### src/rtl/keypad_scanner_pkg.sv
// Shared types and constants for the 4x4 keypad scanner.
// Key codes follow the physical layout: code = row*4 + col.
package keypad_pkg;

  localparam int ROWS = 4;
  localparam int COLS = 4;

  typedef enum logic [1:0] {SCAN, DEBOUNCE, HELD} state_t;

  typedef logic [1:0] idx_t;

  localparam logic [4:0] KEY_1    = 5'd0;
  localparam logic [4:0] KEY_2    = 5'd1;
  localparam logic [4:0] KEY_3    = 5'd2;
  localparam logic [4:0] KEY_PLUS = 5'd3;
  localparam logic [4:0] KEY_4    = 5'd4;
  localparam logic [4:0] KEY_5    = 5'd5;
  localparam logic [4:0] KEY_6    = 5'd6;
  localparam logic [4:0] KEY_EQ   = 5'd7;
  localparam logic [4:0] KEY_7    = 5'd8;
  localparam logic [4:0] KEY_8    = 5'd9;
  localparam logic [4:0] KEY_9    = 5'd10;
  localparam logic [4:0] KEY_0    = 5'd13;

  // Scanning from the top down lets the lowest pressed column win.
  function automatic idx_t lowest_zero(input logic [COLS-1:0] c);
    idx_t idx;
    idx = '0;
    for (int i = COLS - 1; i >= 0; i--) begin
      if (!c[i]) idx = idx_t'(i);
    end
    return idx;
  endfunction

endpackage

### src/rtl/keypad_scanner_if.sv
// Key-event interface between the scanner (master) and the calculator front-end (slave).
interface keypad_scanner_if;
  logic [4:0] out;
  logic       flag;
  logic       key_pulse;

  modport master (output out, output flag, output key_pulse);
  modport slave  (input  out, input  flag, input  key_pulse);
endinterface

### src/rtl/keypad_scanner_sync_2ff.sv
// Two-flop synchroniser; resets to all-ones so idle pulled-up columns never look pressed.
module sync_2ff #(
  parameter int WIDTH = 4
) (
  input  logic             clk_in,
  input  logic             rst_n,
  input  logic [WIDTH-1:0] d,
  output logic [WIDTH-1:0] q
);

  logic [WIDTH-1:0] meta;

  always_ff @(posedge clk_in or negedge rst_n) begin
    if (!rst_n) begin
      meta <= '1;
      q    <= '1;
    end else begin
      meta <= d;
      q    <= meta;
    end
  end

endmodule

### src/rtl/keypad_scanner.sv
// 4x4 keypad scanner: drives rows one-hot-low, debounces the columns on scan ticks
// and emits one key code plus a one-cycle strobe per accepted press.
module keypad_scanner
  import keypad_pkg::*;
#(
  parameter int SCAN_DIV     = 1024,
  parameter int DEBOUNCE_CNT = 4
) (
  input  logic              clk_in,
  input  logic              rst_n,
  input  logic [COLS-1:0]   column,
  output logic [ROWS-1:0]   line,
  keypad_scanner_if.master  key_if
);

  localparam int PRE_W = $clog2(SCAN_DIV);
  localparam int CNT_W = $clog2(DEBOUNCE_CNT + 1);

  logic [PRE_W-1:0] pre_q;
  logic             tick;
  logic [COLS-1:0]  col_sync;

  state_t           state_q, state_d;
  idx_t             row_q, row_d;
  idx_t             col_q, col_d;
  logic [CNT_W-1:0] cnt_q, cnt_d;
  logic [4:0]       out_q, out_d;
  logic             flag_q, flag_d;
  logic             pulse_q, pulse_d;

  logic             pressed;
  logic             same_col;
  logic             cnt_done;

  sync_2ff #(.WIDTH(COLS)) u_sync (
    .clk_in (clk_in),
    .rst_n  (rst_n),
    .d      (column),
    .q      (col_sync)
  );

  assign tick = (pre_q == PRE_W'(SCAN_DIV - 1));

  always_ff @(posedge clk_in or negedge rst_n) begin
    if (!rst_n) pre_q <= '0;
    else if (tick) pre_q <= '0;
    else pre_q <= pre_q + PRE_W'(1);
  end

  assign pressed  = (col_sync != '1);
  assign same_col = pressed && (lowest_zero(col_sync) == col_q);
  // One counter serves both press and release qualification; it is cleared between uses.
  assign cnt_done = ((cnt_q + CNT_W'(1)) >= CNT_W'(DEBOUNCE_CNT));

  always_ff @(posedge clk_in or negedge rst_n) begin
    if (!rst_n) begin
      state_q <= SCAN;
      row_q   <= '0;
      col_q   <= '0;
      cnt_q   <= '0;
      out_q   <= '0;
      flag_q  <= 1'b0;
      pulse_q <= 1'b0;
    end else begin
      state_q <= state_d;
      row_q   <= row_d;
      col_q   <= col_d;
      cnt_q   <= cnt_d;
      out_q   <= out_d;
      flag_q  <= flag_d;
      pulse_q <= pulse_d;
    end
  end

  always_comb begin
    state_d = state_q;
    row_d   = row_q;
    col_d   = col_q;
    cnt_d   = cnt_q;
    out_d   = out_q;
    flag_d  = flag_q;
    pulse_d = 1'b0;
    if (tick) begin
      case (state_q)
        SCAN: begin
          if (pressed) begin
            col_d   = lowest_zero(col_sync);
            cnt_d   = CNT_W'(1);
            state_d = DEBOUNCE;
          end else begin
            row_d = row_q + idx_t'(1);
          end
        end
        DEBOUNCE: begin
          if (same_col) begin
            if (cnt_done) begin
              state_d = HELD;
              out_d   = {1'b0, row_q, col_q};
              flag_d  = 1'b1;
              pulse_d = 1'b1;
              cnt_d   = '0;
            end else begin
              cnt_d = cnt_q + CNT_W'(1);
            end
          end else begin
            state_d = SCAN;
            row_d   = row_q + idx_t'(1);
            cnt_d   = '0;
          end
        end
        HELD: begin
          // Any low column, even a different key in this row, restarts release qualification.
          if (!pressed) begin
            if (cnt_done) begin
              state_d = SCAN;
              flag_d  = 1'b0;
              row_d   = row_q + idx_t'(1);
              cnt_d   = '0;
            end else begin
              cnt_d = cnt_q + CNT_W'(1);
            end
          end else begin
            cnt_d = '0;
          end
        end
        default: state_d = SCAN;
      endcase
    end
  end

  assign line             = ~(ROWS'(1) << row_q);
  assign key_if.out       = out_q;
  assign key_if.flag      = flag_q;
  assign key_if.key_pulse = pulse_q;

endmodule
### src/flat_wrapper.sv
// flat-port wrapper written by rule: the top's interface ports become plain ports
module keypad_scanner_flat import keypad_pkg::*;
#(
  parameter int SCAN_DIV     = 1024,
  parameter int DEBOUNCE_CNT = 4
)
  (clk_in, rst_n, column, line, key_if_out, key_if_flag, key_if_key_pulse);
  keypad_scanner_if key_if_i ();
  input  logic clk_in;
  input  logic rst_n;
  input  logic [COLS-1:0] column;
  output logic [ROWS-1:0] line;
  output wire logic [$bits(key_if_i.out)-1:0] key_if_out;
  output wire logic [$bits(key_if_i.flag)-1:0] key_if_flag;
  output wire logic [$bits(key_if_i.key_pulse)-1:0] key_if_key_pulse;
  assign key_if_out = key_if_i.out;
  assign key_if_flag = key_if_i.flag;
  assign key_if_key_pulse = key_if_i.key_pulse;
  keypad_scanner #(.SCAN_DIV(SCAN_DIV), .DEBOUNCE_CNT(DEBOUNCE_CNT)) u_core (.clk_in(clk_in), .rst_n(rst_n), .column(column), .line(line), .key_if(key_if_i));
endmodule
### config.mk
export PLATFORM = sky130hd
export DESIGN_NAME = keypad_scanner_flat
export DESIGN_NICKNAME = d
export VERILOG_FILES = /design/src/rtl/keypad_scanner_pkg.sv /design/src/rtl/keypad_scanner_if.sv /design/src/rtl/keypad_scanner_sync_2ff.sv /design/src/rtl/keypad_scanner.sv /design/src/flat_wrapper.sv
export SDC_FILE = /design/constraint.sdc
export NUM_CORES = 1
export LEC_CHECK = 0
export CORE_AREA = 2 2 57 59
export DETAILED_ROUTE_END_ITERATION = 10
export DIE_AREA = 0 0 59 61
export PLACE_DENSITY = 0.86
export SYNTH_ARGS = -nofsm -noshare
export SYNTH_HDL_FRONTEND = slang
export SYNTH_SLANG_ARGS = --single-unit
### constraint.sdc
create_clock -name clk_in -period 4.4 [get_ports clk_in]
set_input_delay 0.66 -clock clk_in [delete_from_list [all_inputs] [get_ports clk_in]]
set_output_delay 0.66 -clock clk_in [all_outputs]
set_load 0.02 [all_outputs]
**Logic cells by family**

Scale: 8 px per µm.
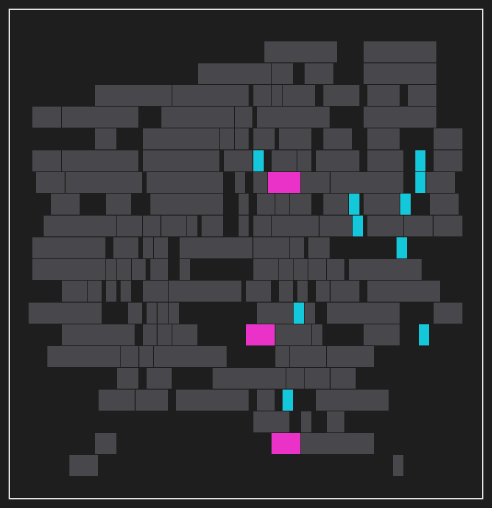
family	colour	cells
inverters	cyan	10
AND-OR and OR-AND gates	magenta	3

**Track usage over the die**

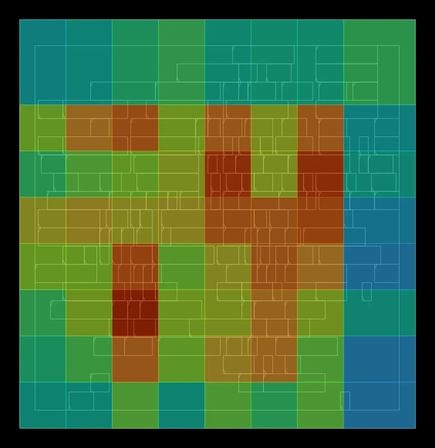
global-route met1 utilization: 19.31%
met3 capacity usage during global routing: 5.970%
met2 routing resource usage after global routing: 30.48%
final core occ: 60.93%

**The metal 2 layer**

Scale: 4 px per µm. Cells faint in the background.
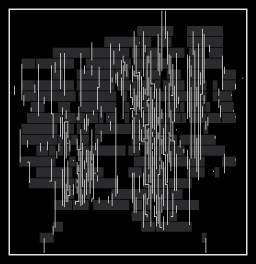
main direction	vertical
longest straight run	34.0 µm
nets with wire on the layer	140
wire length on this layer	1310 µm
share of all routed wire	52%

**Sizing map**

Scale: 8 px per µm.
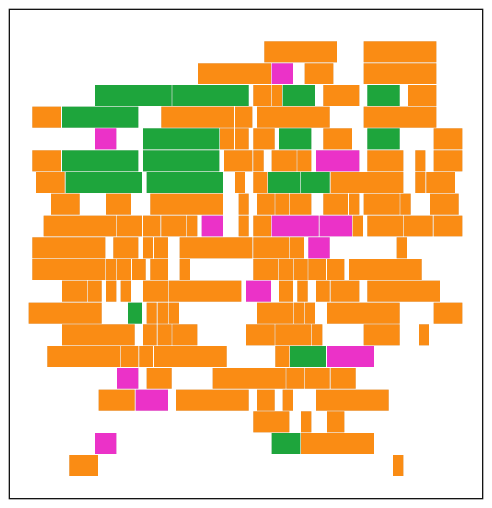
size	colour	cells	share
drive 2	green	17	11%
drive 3 to 4	magenta	12	7.7%
drive 1 or less	orange	126	81%
worst setup slack after layout: 2030 ps
Layout Area Growth over Synthesis: 14.95%
final instance area: 0.001799 mm²
number of non-clock buffers in the layout: 16

**Metal 3**

Scale: 4 px per µm.
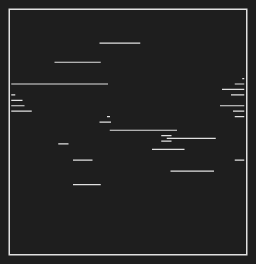
wire length on this layer	147 µm
main direction	horizontal
longest straight run	23.9 µm
share of all routed wire	5.8%
nets with wire on the layer	21

-- cells in the mapped netlist, types with 4 or more instances --
cell type  instances
mux2_2             4
a21oi_1            5
nand2_1            8
xor2_1             4
dfrtp_1           25
nor2_1             7
nand3_1            6
inv_1             10
dfstp_2            8
a31oi_1            4
ha_1              10
o21ai_0            6
xnor2_1            6
-- how the worst max path moves through the flow --
stage                                  to  slack (ps)  cells after the start
after floorplan           u_core.row_q[1]        2580                      5
after global placement            line[0]        2450                      4
after detailed placement  u_core.row_q[1]        2390                      6
after CTS                         line[0]        2010                      4
after global routing              line[0]        1910                      4
final                             line[0]        2030                      4
-- through the flow --
step	instance area [µm²]	util (%)
after floorplan	1565	-
after global placement	1749	59.24
after global routing	1799	60.93
final	1799	60.93
after detailed placement	1749	59.24
after CTS	1799	60.93
-- layout make-up --
| class | count | area (µm²) |
|---|---|---|
| flip-flops and latches | 33 | 835.8 |
| well taps | 33 | 41.29 |
| clock inverters | 1 | 5.005 |
| clock buffers | 7 | 45.04 |
| inverters | 10 | 37.54 |
| fillers | 241 | 1154 |
| multi-input cells | 88 | 676.9 |
| repair buffers | 16 | 157.7 |
-- logic make-up (layout without fill, tap and decap cells) --
group / count (synthesis) / in the layout / share of synthesized area [%]
flip-flops: 33 / 33 / 53.40
adder cells (fa/ha/maj): 10 / 10 / 7.994
buffers and inverters: 12 / 34 / 3.357
other: 1 / 1 / 0.2396
AND/OR/NAND/NOR: 38 / 38 / 14.71
multiplexers: 7 / 7 / 5.115
AND-OR/OR-AND: 22 / 22 / 9.593
XOR/XNOR: 10 / 10 / 5.595
-- layer usage --
layer	global-route usage [%]	part of all wire [%]	wire, µm
met1	19.31	41	1034
met4	8.117	1.7	43
met3	5.970	5.8	146
met5	0	0	0
met2	30.48	52	1312
==> deck_impl_summary.md <==
Implementation Results

Setup path
  • Beginning of the worst register-to-register path: u_core.pre_q[0]
  • Critical path cell sequence: inv_1, ha_1, inv_1, clkdlybuf4s50_1
  • Data required, critical path: between 3000 and 4000 ps
  • Flop2flop setup slack: 2380 ps
  • Depth of the worst register-to-register path: 6
  • Critical Path Slowest Stage Cell: clkdlybuf4s50_1
  • Arrival time reported for the critical path endpoint: 1710 ps
  • Worst R2R End: u_core.row_q[1]
  • CP Buf/Inv Count: 3

GRT
  • Total Routing Usage GR: 17.48%
  • Number of global-route vias before repair: approximately 1000
  • Initial antenna violation count: 0
  • Largest net degree at the start of global routing: 34
  • Global-route wire length before repair: around 4500 µm

Logic synthesis
  • YS chip area: ~0.0016 mm²
  • Average footprint of a synthesized cell: 11.77 µm²
  • Number of nets at floorplan: 149
  • Number of cells produced by synthesis: between 100 and 150
  • Proportion of register bits with asynchronous set or reset after synthesis: 100.0%
  • Largest area contributor in the netlist: dfrtp_1
  • Unique cell types: 37
  • Count of synthesis-stage warnings from yosys: 0
  • Post-synth tally of flip-flops with integrated enable: 0

Min path
  • Sink of the worst hold path: u_core.u_sync.q[1]
  • Worst Hold Class: flop to flop
  • Worst hold path cell count: 0

Cells and area
  • Most frequent cells in the layout: dfrtp_1, clkdlybuf4s50_1, inv_1, ha_1
  • Flip-flop count of the largest register, all copies and words added: 10
  • Largest reg by FF count: u_core.pre_q
  • Share of layout cells above drive strength 1: 18.71%
  • Diode insertion count for antenna repair: 0

Routing
  • Detail-routed net length per standard cell: roughly 14 µm
  • Via density: roughly 5.5
  • DRT iter0 DRCs: 21
  • Vias: between 1000 and 1500
  • Remaining number of nets flagged by the antenna check after routing: 0
  • First drt pass iteration count: 4
  • DR DRC count: 0

Clock tree
  • TritonCTS clock tree: yes
  • Hold-fix buffers, CTS: 0
  • Clock transition at path regs: approximately 100 ps
  • Longest Clk Path Bufs: 2
  • Number of gates resized after cts: 0
  • Buffer type at the clock tree root: clkbuf_4
  • Number of H-tree levels: 2
  • Inserted Clock Buffers: 5
  • Post-CTS setup-driven buffer insertion count: 0

Final timing
  • Unrepaired setup endpoints after global routing: no
  • Final critical delay including setup and external delays: 2370 ps
  • Final setup TNS: 0 ps
  • Post-route clock skew: 15.63 ps

Placement
  • Post-Place Worst Slack: about 2400 ps
  • Global placement routability congestion: just under 0.9
  • Cell count after placement: roughly 180

Power and ir drop
  • Static leakage: 0.8258 nW
  • Maximum vdd drop: between 0.00015 and 0.0002 V
  • Power consumed by combinational cells: between 10 and 15 µW
  • Power of the clock network: 158 µW
  • Switching Power: about 110 µW

Run status
  • Result of the run: finished, final reports clean

Die
  • Vert. Die Dim: approximately 60 µm
  • Overall die area: approximately 0.0036 mm²
  • Init Core Util: 53.01%

Run
  • Max Cap Violations: 0
No activity file was given, so power comes from the tool's default toggle rates.
